$ cat src/rtl/jsq1_pkg.sv
// Shared constants and helpers for the jsq1 pulse counter.
package jsq1_pkg;

  localparam int DEF_PULSE_LEN = 10;

  // Counter width for a count of n states, never narrower than one bit.
  function automatic int cnt_width(input int n);
    int w;
    w = (n > 1) ? $clog2(n) : 1;
    return (w < 1) ? 1 : w;
  endfunction

endpackage

$ cat src/rtl/jsq1_pulse_counter_cnt_gen.sv
// Generic up-counter: advances while add_cnt is high and wraps to zero after END_VAL counts.
module cnt_gen
  import jsq1_pkg::*;
#(
  parameter int END_VAL = DEF_PULSE_LEN,
  parameter int CNT_W   = cnt_width(DEF_PULSE_LEN)
) (
  input  logic clk,
  input  logic rst,
  input  logic add_cnt,
  input  logic clear,
  output logic end_cnt
);

  localparam logic [CNT_W-1:0] LAST = CNT_W'(END_VAL - 1);

  logic [CNT_W-1:0] cnt;

  assign end_cnt = add_cnt && (cnt == LAST);

  // Clearing at LAST keeps the count inside 0..END_VAL-1, so it never wraps.
  always_ff @(posedge clk or posedge rst) begin
    if (rst) begin
      cnt <= '0;
    end else if (clear || end_cnt) begin
      cnt <= '0;
    end else if (add_cnt) begin
      cnt <= cnt + CNT_W'(1);
    end
  end

endmodule

$ cat src/rtl/jsq1_pulse_counter.sv
// Single-shot pulse generator: a strobe on en raises dout for exactly PULSE_LEN cycles.
module jsq1_pulse_counter
  import jsq1_pkg::*;
#(
  parameter int PULSE_LEN = DEF_PULSE_LEN
) (
  input  logic clk,
  input  logic rst_n,
  input  logic en,
  output logic dout
);

  localparam int CNT_W = cnt_width(PULSE_LEN);

  logic busy;
  logic start;
  logic end_cnt;

  // en is only honoured while idle; strobes during a pulse, including its last cycle, are dropped.
  assign start = en && !busy;

  cnt_gen #(
    .END_VAL (PULSE_LEN),
    .CNT_W   (CNT_W)
  ) u_cnt (
    .clk     (clk),
    .rst     (rst_n),
    .add_cnt (busy),
    .clear   (start),
    .end_cnt (end_cnt)
  );

  always_ff @(posedge clk or posedge rst_n) begin
    if (rst_n) begin
      busy <= 1'b0;
    end else if (start) begin
      busy <= 1'b1;
    end else if (end_cnt) begin
      busy <= 1'b0;
    end
  end

  assign dout = busy;

endmodule

$ cat config.mk
export PLATFORM = sky130hd
export DESIGN_NAME = jsq1_pulse_counter
export DESIGN_NICKNAME = d
export VERILOG_FILES = /design/src/rtl/jsq1_pkg.sv /design/src/rtl/jsq1_pulse_counter_cnt_gen.sv /design/src/rtl/jsq1_pulse_counter.sv
export SDC_FILE = /design/constraint.sdc
export NUM_CORES = 1
export LEC_CHECK = 0
export ABC_AREA = 1
export CORE_AREA = 5 5 42 44
export DETAILED_ROUTE_END_ITERATION = 10
export DIE_AREA = 0 0 47 49
export SLEW_MARGIN = 20
export SYNTH_ARGS = -nofsm -noshare
export SYNTH_HDL_FRONTEND = slang
export SYNTH_HIERARCHICAL = 1
export SYNTH_SLANG_ARGS = --single-unit
$ cat constraint.sdc
create_clock -name clk -period 1.68 [get_ports clk]
set_input_delay 0.252 -clock clk [delete_from_list [all_inputs] [get_ports clk]]
set_output_delay 0.252 -clock clk [all_outputs]
set_load 0.03 [all_outputs]
==> images/gate_families.png <==
Drawn at 8 px/um.
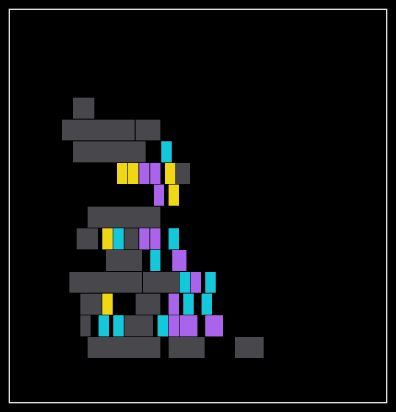
[cyan] inverters | cells: 11 | most used: inv_1
[yellow] NOR gates | cells: 6 | most used: nor2_1
[purple] NAND gates | cells: 11 | most used: nand2_1

==> images/final_congestion.png <==
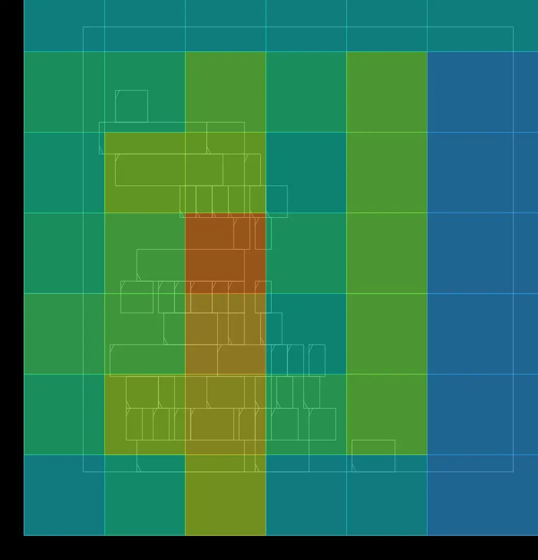
met1 Track Usage GR: 5.35%
busiest grt layer: met4
met2 usage: 7.01%

==> results.yml <==
# implementation run metrics
final_timing:
  hold_ws_ps: 179
  rsz0062_at_grt: "false"
  fin_setup_tns_ps: 0
  min_period_ps: 1270
placed_design:
  gp_congestion: 0.739
  port_buffers: 3
job:
  maxCapViolations: 0
outcome:
  outcome: "complete, no violations"
yosys:
  syn_area_um2: 289
  synth-edff-count: 0
layout:
  dominant-cell-class: "sequential cells"
  regArea_um2: 125
  inv_count: 11
  comb_area_um2: 123
setup_path:
  critPathRequiredTime_ps: 1430
  worst-path-buf-inv: 1
  crit_start: "dout$_DFFE_PP0P_"
  r2r_end: "u_cnt/cnt[1]$_DFFE_PP0P_"
  path_class: "flip-flop to primary output"
  rr_worst_depth: 4
drt:
  wire_per_inst_um: 7.19
clocking:
  postCtsHoldBufs: 0
  cts_sinks: 5
power:
  p_switching_w: 0.000244
global_route:
  met3_usage_pct: 1.11
  antenna_found_initial: 0
==> images/metal_stack.png <==
Drawn at 8 px/um.
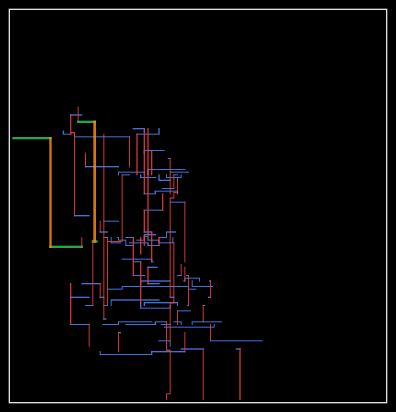
[green] met3 | wire length: 10.8 um
[blue] met1 | wire length: 185 um
[red] met2 | wire length: 222 um
[orange] met4 | wire length: 28.6 um

==> images/clock_map.png <==
Drawn at 6 px/um.
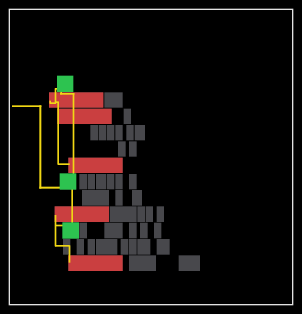
[red] flip-flops | count: 5
[yellow] clock wires | length: 81.6 um
[green] cells driving clock nets | count: 3
routed clock nets: 4

Power is estimated from default activity; no workload was simulated.
